<file path="src/rtl/aftab_csr_sequencer.sv">
// AFTAB CSR update sequencer: Zicsr read-modify-write, trap entry and xRET as chains of single-CSR writes.
// Define AFTAB_USER_MODE_EN for user-level traps, uret and ustatus/uie/uip mirroring onto machine CSRs.
module aftab_csr_sequencer #(
  parameter int len = 32
) (
  input  logic           clk,
  input  logic           rst,
  input  logic           startCSRop,
  input  logic           startTrap,
  input  logic           startRet,
  input  logic [2:0]     funct3,
  input  logic [11:0]    csrAddrIn,
  input  logic [4:0]     ir19_15,
  input  logic [len-1:0] P1,
  input  logic [len-1:0] PC,
  input  logic [len-1:0] causeCode,
  input  logic [len-1:0] trapValue,
  input  logic           trapToUser,
  input  logic           retLevel,
  input  logic [1:0]     curPRV,
  input  logic [len-1:0] outCSR,
  output logic [11:0]    csrAddr,
  output logic [len-1:0] inCSR,
  output logic           writeCSR,
  output logic [len-1:0] rdData,
  output logic [1:0]     newPRV,
  output logic           busy,
  output logic           done,
  output logic           illegal
);

  typedef enum logic [2:0] {
    IDLE, CSR_RD, CSR_WR, T_EPC, T_CAUSE, T_TVAL, T_STATUS, R_STATUS
  } state_e;

  state_e         state_q, state_d;
  logic [1:0]     op_q, prv_q;
  logic           imm_q, user_q, uret_q;
  logic [11:0]    addr_q;
  logic [4:0]     uimm_q;
  logic [len-1:0] p1_q, pc_q, cause_q, tval_q, old_q, rd_q;

  logic trap_user;
`ifdef AFTAB_USER_MODE_EN
  assign trap_user = trapToUser;
`else
  logic unused_trap_to_user;
  assign trap_user           = 1'b0;
  assign unused_trap_to_user = trapToUser;
`endif

  // User views are redirected to the machine CSR; mask selects the bits the view may touch.
  logic [11:0]    eff_addr;
  logic [len-1:0] mask;
  always_comb begin
    // NOTE: every always_comb output gets a default first so no path can infer a latch.
    eff_addr = addr_q;
    mask     = '1;
`ifdef AFTAB_USER_MODE_EN
    case (addr_q)
      12'h000: begin eff_addr = 12'h300; mask = len'(12'h011); end
      12'h004: begin eff_addr = 12'h304; mask = len'(12'h111); end
      12'h044: begin eff_addr = 12'h344; mask = len'(12'h111); end
      default: ;
    endcase
`endif
  end

  logic [len-1:0] src, new_val, wr_val;
  logic           write_pending, csr_illegal, ret_illegal;
  always_comb begin
    src = imm_q ? len'(uimm_q) : p1_q;
    case (op_q)
      2'b01:   new_val = src;
      2'b10:   new_val = old_q | src;
      2'b11:   new_val = old_q & ~src;
      default: new_val = old_q;
    endcase
    wr_val        = (old_q & ~mask) | (new_val & mask);
    write_pending = (op_q == 2'b01) || (uimm_q != 5'd0);
    csr_illegal   = (addr_q[9:8] > prv_q) || (op_q == 2'b00) ||
                    (write_pending && (addr_q[11:10] == 2'b11));
`ifdef AFTAB_USER_MODE_EN
    ret_illegal   = !uret_q && (prv_q != 2'b11);
`else
    csr_illegal   = csr_illegal || (addr_q[9:8] == 2'b00);
    ret_illegal   = uret_q || (prv_q != 2'b11);
`endif
  end

  // Status rewrites read the live CSR value in the same cycle they write it back.
  logic [len-1:0] trap_status, ret_status;
  logic [1:0]     ret_prv;
  always_comb begin
    trap_status = outCSR;
    ret_status  = outCSR;
    ret_prv     = 2'b00;
    if (user_q) begin
      trap_status[4] = outCSR[0];
      trap_status[0] = 1'b0;
    end else begin
      trap_status[12:11] = prv_q;
      trap_status[7]     = outCSR[3];
      trap_status[3]     = 1'b0;
    end
    if (uret_q) begin
      ret_status[0] = outCSR[4];
      ret_status[4] = 1'b1;
    end else begin
      ret_status[3] = outCSR[7];
      ret_status[7] = 1'b1;
`ifdef AFTAB_USER_MODE_EN
      ret_status[12:11] = 2'b00;
`else
      ret_status[12:11] = 2'b11;
`endif
      ret_prv = outCSR[12:11];
    end
  end

  always_ff @(posedge clk) begin
    // NOTE: sequential state uses non-blocking assignments so every register samples pre-edge values.
    if (rst) state_q <= IDLE;
    else     state_q <= state_d;
  end

  always_comb begin
    state_d = state_q;
    case (state_q)
      IDLE: begin
        if (startTrap)       state_d = T_EPC;
        else if (startRet)   state_d = R_STATUS;
        else if (startCSRop) state_d = CSR_RD;
      end
      CSR_RD:   state_d = csr_illegal ? IDLE : CSR_WR;
      T_EPC:    state_d = T_CAUSE;
      T_CAUSE:  state_d = T_TVAL;
      T_TVAL:   state_d = T_STATUS;
      default:  state_d = IDLE;
    endcase
  end

  always_comb begin
    csrAddr  = 12'h000;
    inCSR    = '0;
    writeCSR = 1'b0;
    newPRV   = 2'b00;
    done     = 1'b0;
    illegal  = 1'b0;
    busy     = (state_q != IDLE);
    case (state_q)
      CSR_RD: begin
        csrAddr = eff_addr;
        illegal = csr_illegal;
      end
      CSR_WR: begin
        csrAddr  = eff_addr;
        inCSR    = wr_val;
        writeCSR = write_pending;
        done     = 1'b1;
      end
      T_EPC:   begin csrAddr = user_q ? 12'h041 : 12'h341; inCSR = pc_q;    writeCSR = 1'b1; end
      T_CAUSE: begin csrAddr = user_q ? 12'h042 : 12'h342; inCSR = cause_q; writeCSR = 1'b1; end
      T_TVAL:  begin csrAddr = user_q ? 12'h043 : 12'h343; inCSR = tval_q;  writeCSR = 1'b1; end
      T_STATUS: begin
        csrAddr  = user_q ? 12'h000 : 12'h300;
        inCSR    = trap_status;
        writeCSR = 1'b1;
        done     = 1'b1;
        newPRV   = user_q ? 2'b00 : 2'b11;
      end
      R_STATUS: begin
        csrAddr = uret_q ? 12'h000 : 12'h300;
        if (ret_illegal) begin
          illegal = 1'b1;
        end else begin
          inCSR    = ret_status;
          writeCSR = 1'b1;
          done     = 1'b1;
          newPRV   = uret_q ? 2'b00 : ret_prv;
        end
      end
      default: ;
    endcase
  end

  // NOTE: operand registers are not reset; they are always reloaded at start before anything reads them.
  always_ff @(posedge clk) begin
    if (state_q == IDLE) begin
      op_q    <= funct3[1:0];
      imm_q   <= funct3[2];
      addr_q  <= csrAddrIn;
      uimm_q  <= ir19_15;
      p1_q    <= P1;
      pc_q    <= PC;
      cause_q <= causeCode;
      tval_q  <= trapValue;
      user_q  <= trap_user;
      uret_q  <= retLevel;
      prv_q   <= curPRV;
    end
    if (state_q == CSR_RD) old_q <= outCSR;
  end

  always_ff @(posedge clk) begin
    if (rst)                    rd_q <= '0;
    else if (state_q == CSR_RD) rd_q <= outCSR & mask;
  end

  assign rdData = rd_q;

endmodule

</file>
<file path="config.mk">
export PLATFORM = sky130hd
export DESIGN_NAME = aftab_csr_sequencer
export DESIGN_NICKNAME = d
export VERILOG_FILES = /design/src/rtl/aftab_csr_sequencer.sv
export SDC_FILE = /design/constraint.sdc
export NUM_CORES = 1
export LEC_CHECK = 0
export ABC_AREA = 1
export CORE_ASPECT_RATIO = 0.8
export CORE_UTILIZATION = 42
export DETAILED_ROUTE_END_ITERATION = 10
export PLACE_DENSITY = 0.78
export RECOVER_POWER = 50
export SETUP_SLACK_MARGIN = 0.1
export SYNTH_ARGS = -nofsm -noshare
export SYNTH_HDL_FRONTEND = slang
export SYNTH_SLANG_ARGS = --single-unit
</file>
<file path="constraint.sdc">
create_clock -name clk -period 10.11 [get_ports clk]
set_clock_uncertainty 0.2 [all_clocks]
set_input_delay 3.033 -clock clk [delete_from_list [all_inputs] [get_ports clk]]
set_output_delay 3.033 -clock clk [all_outputs]
set_load 0.01 [all_outputs]
</file>
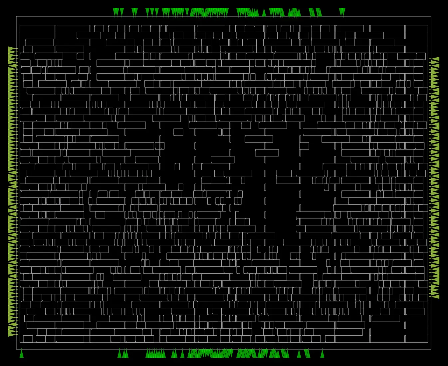
(images/placement.png)
filler cell count: 1630
flip-flops: 218
Std-Cell Core Area: 20140 sq um
number of tapcells: 264
final design utilization: 61.65%

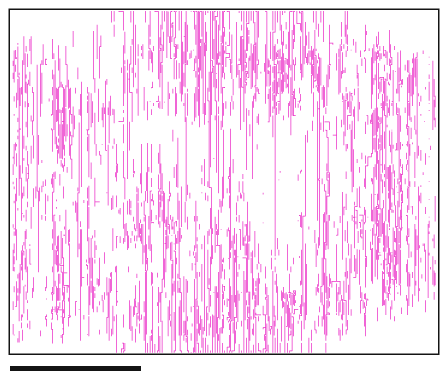
(images/layer_met2.png)
The bar under the picture is 50 um long.
The longest straight run is 72.6 um. The layer carries 11400 um of wire. 1028 nets have wire on it. The wires run mostly vertical. The layer holds 44% of the routed length.
global-route met2 utilization: 36.42%
final routed wirelength across all metal layers: 25.94 mm
vias after detailed routing: 6940

==> flow_summary.html <==
<!-- implementation run metrics -->
<table>
<tr><th>Metric</th><th>Value</th></tr>
<tr><th colspan="2">Layout</th></tr>
<tr><td>Commonest Layout Cell</td><td>nand2_1</td></tr>
<tr><td>Area Overhead vs Synth</td><td>41.42%</td></tr>
<tr><td>Fraction of final layout cells with drive strength greater than 1</td><td>4.400%</td></tr>
<tr><td>Most frequent logic cells in the routed design</td><td>329 x nand2_1, 211 x clkdlybuf4s50_1, 183 x edfxtp_1, 65 x a21oi_1, 58 x dlygate4sd3_1</td></tr>
<tr><td>Post-layout instance area</td><td>12420 sq um</td></tr>
<tr><td>Nets@finish</td><td>1266</td></tr>
<tr><td>Post-route non-filler standard cell count</td><td>1358</td></tr>
<tr><th colspan="2">Synthesis</th></tr>
<tr><td>Seq share, synth</td><td>70.55%</td></tr>
<tr><td>Xor and xnor area share after synthesis</td><td>0%</td></tr>
<tr><td>Post-synthesis cell count from yosys</td><td>813</td></tr>
<tr><td>Number of nets in the synthesized netlist</td><td>1004</td></tr>
<tr><td>AO/OA Area Share</td><td>6.853%</td></tr>
<tr><td>Top logic family</td><td>simple AND/OR/NAND/NOR gates</td></tr>
<tr><td>Count of unique library cells instantiated by Yosys</td><td>26</td></tr>
<tr><td>Main flop type after synthesis</td><td>edfxtp_1</td></tr>
<tr><td>Simple-gate share of the synthesized area</td><td>18.85%</td></tr>
<tr><td>Multiplexer share of the synthesized area</td><td>0%</td></tr>
<tr><td>Yosys warning tally</td><td>0</td></tr>
<tr><td>Yosys chip area</td><td>8782 sq um</td></tr>
<tr><td>Flip-flops with a built-in enable</td><td>183</td></tr>
<tr><td>Post-synthesis average cell area</td><td>10.80 sq um</td></tr>
<tr><td>Mapped Cells</td><td>813</td></tr>
<tr><td>Adder-Cell Fraction of Synth Area</td><td>0.2849%</td></tr>
<tr><td>Share of flip-flops with an asynchronous set or reset after synthesis</td><td>0%</td></tr>
<tr><td>Cell area after synthesis</td><td>8782 sq um</td></tr>
<tr><td>Register bit total from synthesis</td><td>218</td></tr>
<tr><th colspan="2">Worst setup path</th></tr>
<tr><td>Family of cells with the greatest summed delay on the critical path</td><td>buffers and inverters</td></tr>
<tr><td>Buffers and inverters on the worst path</td><td>2</td></tr>
<tr><td>Startpoint of the worst setup timing path</td><td>state_q[2]</td></tr>
<tr><td>Logic depth of the worst register-to-register path</td><td>5</td></tr>
<tr><td>Data arrival time of the worst path</td><td>4.95 ns</td></tr>
<tr><td>Startpoint-to-endpoint class of the critical path</td><td>flop to primary output</td></tr>
<tr><td>Critical Path Sink Type</td><td>primary output</td></tr>
<tr><td>Largest incremental delay on the critical path</td><td>2.61 ns</td></tr>
<tr><td>Startpoint of the lowest-slack register-to-register path</td><td>state_q[1]</td></tr>
<tr><td>Startpoint kind of the worst setup timing path</td><td>flop</td></tr>
<tr><td>Number of stages on the worst setup path</td><td>5</td></tr>
<tr><td>CP Cell Sequence</td><td>nor3_1, clkbuf_1, o21ai_0, nand2_1, clkdlybuf4s50_1</td></tr>
<tr><td>Critical path fanouts, max</td><td>70</td></tr>
<tr><td>Critical-path top delay cell</td><td>clkbuf_1</td></tr>
<tr><td>Required time of the critical path</td><td>6.88 ns</td></tr>
<tr><th colspan="2">Final timing</th></tr>
<tr><td>Number of hold violations in the final report</td><td>0</td></tr>
<tr><td>Worst hold slack after final layout</td><td>0.2608 ns</td></tr>
<tr><td>Transition time at the pin with the least slew margin</td><td>4.190 ns</td></tr>
<tr><td>Fraction of the cycle the final worst path needs</td><td>80.92%</td></tr>
<tr><td>Final critical-path required period</td><td>8.181 ns</td></tr>
<tr><td>Post-route setup slack</td><td>1.929 ns</td></tr>
<tr><td>Setup_tns</td><td>0 ns</td></tr>
<tr><td>RSZ-0062 raised after global routing</td><td>false</td></tr>
<tr><td>F_max</td><td>122.2 MHz</td></tr>
<tr><td>Final-report max-slew violation count</td><td>227</td></tr>
<tr><td>Worst slew margin relative to its limit</td><td>-179.3%</td></tr>
<tr><td>Final setup vio count</td><td>0</td></tr>
<tr><th colspan="2">Placement</th></tr>
<tr><td>Detail Placement HPWL</td><td>18.16 mm</td></tr>
<tr><td>Number of placed cells counting well taps</td><td>1315</td></tr>
<tr><td>Total cell area at the placement stage</td><td>11710 sq um</td></tr>
<tr><td>Gp weighted congestion</td><td>0.8221</td></tr>
<tr><td>Worst slack after detailed placement</td><td>2.377 ns</td></tr>
<tr><th colspan="2">Job</th></tr>
<tr><td>OpenROAD warning count</td><td>27</td></tr>
<tr><td>Max-capacitance violation count</td><td>3</td></tr>
<tr><th colspan="2">Clocking</th></tr>
<tr><td>CTS max path bufs</td><td>3</td></tr>
<tr><td>H-tree depth reported by CTS</td><td>1</td></tr>
<tr><td>Worst-path clk slew</td><td>0.06 ns</td></tr>
<tr><td>Resized Gates After CTS</td><td>0</td></tr>
<tr><td>Total clock sinks</td><td>218</td></tr>
<tr><td>Total CTS buffers</td><td>22</td></tr>
<tr><td>TritonCTS clock tree</td><td>done</td></tr>
<tr><td>Cts-stage hold buffer count</td><td>0</td></tr>
<tr><td>Clock root cell</td><td>clkbuf_16</td></tr>
<tr><td>Number of setup buffers added after CTS</td><td>0</td></tr>
<tr><td>Clock network latency to the later pin of the worst-skew pair</td><td>0.51 ns</td></tr>
<tr><th colspan="2">Floorplan</th></tr>
<tr><td>Overall chip area</td><td>21500 sq um</td></tr>
<tr><td>Die Width</td><td>163.7 um</td></tr>
<tr><td>Cell Rows</td><td>46</td></tr>
<tr><td>Die height</td><td>131.3 um</td></tr>
<tr><td>Initial cell density of the core</td><td>43.60%</td></tr>
<tr><th colspan="2">Outcome</th></tr>
<tr><td>Outcome</td><td>finished with violations</td></tr>
<tr><td>Violated checks</td><td>capacitance limit, slew limit</td></tr>
<tr><th colspan="2">Min path</th></tr>
<tr><td>Type of the worst min-delay path</td><td>flop to flop</td></tr>
<tr><td>Hold Crit Depth</td><td>2</td></tr>
<tr><td>Startpoint of the most critical hold path</td><td>rdData[22]</td></tr>
<tr><th colspan="2">Detailed routing</th></tr>
<tr><td>Number of nets still failing antenna checks after routing</td><td>0</td></tr>
<tr><td>Number of design-rule violations left by the first detailed-router iteration</td><td>622</td></tr>
<tr><td>Average vias per placed instance</td><td>5.110</td></tr>
<tr><td>First-pass detailed-route iteration total</td><td>5</td></tr>
<tr><td>Detail-routed net length per standard cell</td><td>19.10 um</td></tr>
<tr><td>DRC Markers</td><td>0</td></tr>
<tr><th colspan="2">Power and ir drop</th></tr>
<tr><td>Worst voltage drop across the vdd grid</td><td>0.1315 mV</td></tr>
<tr><td>Overall power of the completed layout</td><td>2711 uW</td></tr>
<tr><td>Leakage power</td><td>0.004726 uW</td></tr>
<tr><td>Power per cell area</td><td>218.3 nW/um^2</td></tr>
<tr><th colspan="2">Global route</th></tr>
<tr><td>Initial antenna violation count</td><td>6</td></tr>
<tr><td>Total congestion overflow</td><td>0</td></tr>
<tr><td>Number of global-route vias before repair</td><td>6816</td></tr>
<tr><td>Wire length of the first global-routing pass</td><td>38.56 mm</td></tr>
<tr><td>Global Route Usage Sum</td><td>23.93%</td></tr>
<tr><td>Largest net degree at the start of global routing</td><td>83</td></tr>
</table>
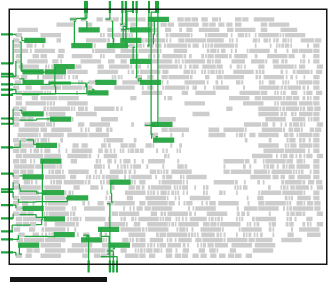
(images/io_fan.png)
The bar under the picture is 50 um long.
Key: green = `PC` [direction input, edge 18 left, 10 top, 4 bottom, end cells 32, buffers 32, wire 886 um]
number of buffers added on ports: 269
Top Ports: 271

routing by layer:
metal,GRT usage (%),vias to the layer above,part of all wire [%]
li1,-,3306,-
met1,33.04,3220,43
met2,36.42,357,44
met3,6.818,51,9.6
met4,7.356,6,3.1
met5,0,-,0.14
power breakdown:
part / switching, uW / leakage (uW) / internal, uW
Sequential: 56.9 / 0.00206 / 1200
Combinational: 374 / 0.00231 / 249
Clock: 349 / 0.000355 / 480
Total: 780 / 0.00473 / 1930
path summary, 6_finish.rpt:
check | to | slack, ns
max | csrAddr[0] | 1.93
min | rdData[22] | 0.26
max reg2reg | cause_q[16] | 2.72
min reg2reg | rdData[22] | 0.26
cell usage after synthesis (2+ instances only):
master | count | share of area (%)
a21oi_1 | 65 | 3.7
buf_2 | 21 | 1.2
buf_4 | 3 | 0.26
clkbuf_1 | 13 | 0.56
dfxtp_1 | 35 | 8.0
edfxtp_1 | 183 | 63
ha_1 | 2 | 0.28
inv_1 | 31 | 1.3
inv_2 | 2 | 0.086
nand2_1 | 329 | 14
nand3_1 | 53 | 3.0
nor2_1 | 22 | 0.94
nor2_2 | 4 | 0.28
o211ai_1 | 20 | 1.7
o21a_1 | 2 | 0.17
o21ai_0 | 18 | 1.0
registers in the layout, indices dropped and copies added (netlist names), 5 cells and up:
signal   cells
uimm_q       5
pc_q        32
cause_q     32
tval_q      32
rdData      32
addr_q      12
old_q       32
p1_q        32
cell type report:
cell class | instances | area (sq um) | area share [%]
inverters | 33 | 123.9 | 0.9974
multi-input cells | 524 | 2295 | 18.48
flip-flops and latches | 218 | 6196 | 49.89
repair buffers | 276 | 2734 | 22.01
clock buffers | 25 | 561.8 | 4.523
diodes | 3 | 7.507 | 0.06045
well taps | 264 | 330.3 | 2.660
clock inverters | 15 | 171.4 | 1.380
No activity file was given, so power comes from the tool's default toggle rates.
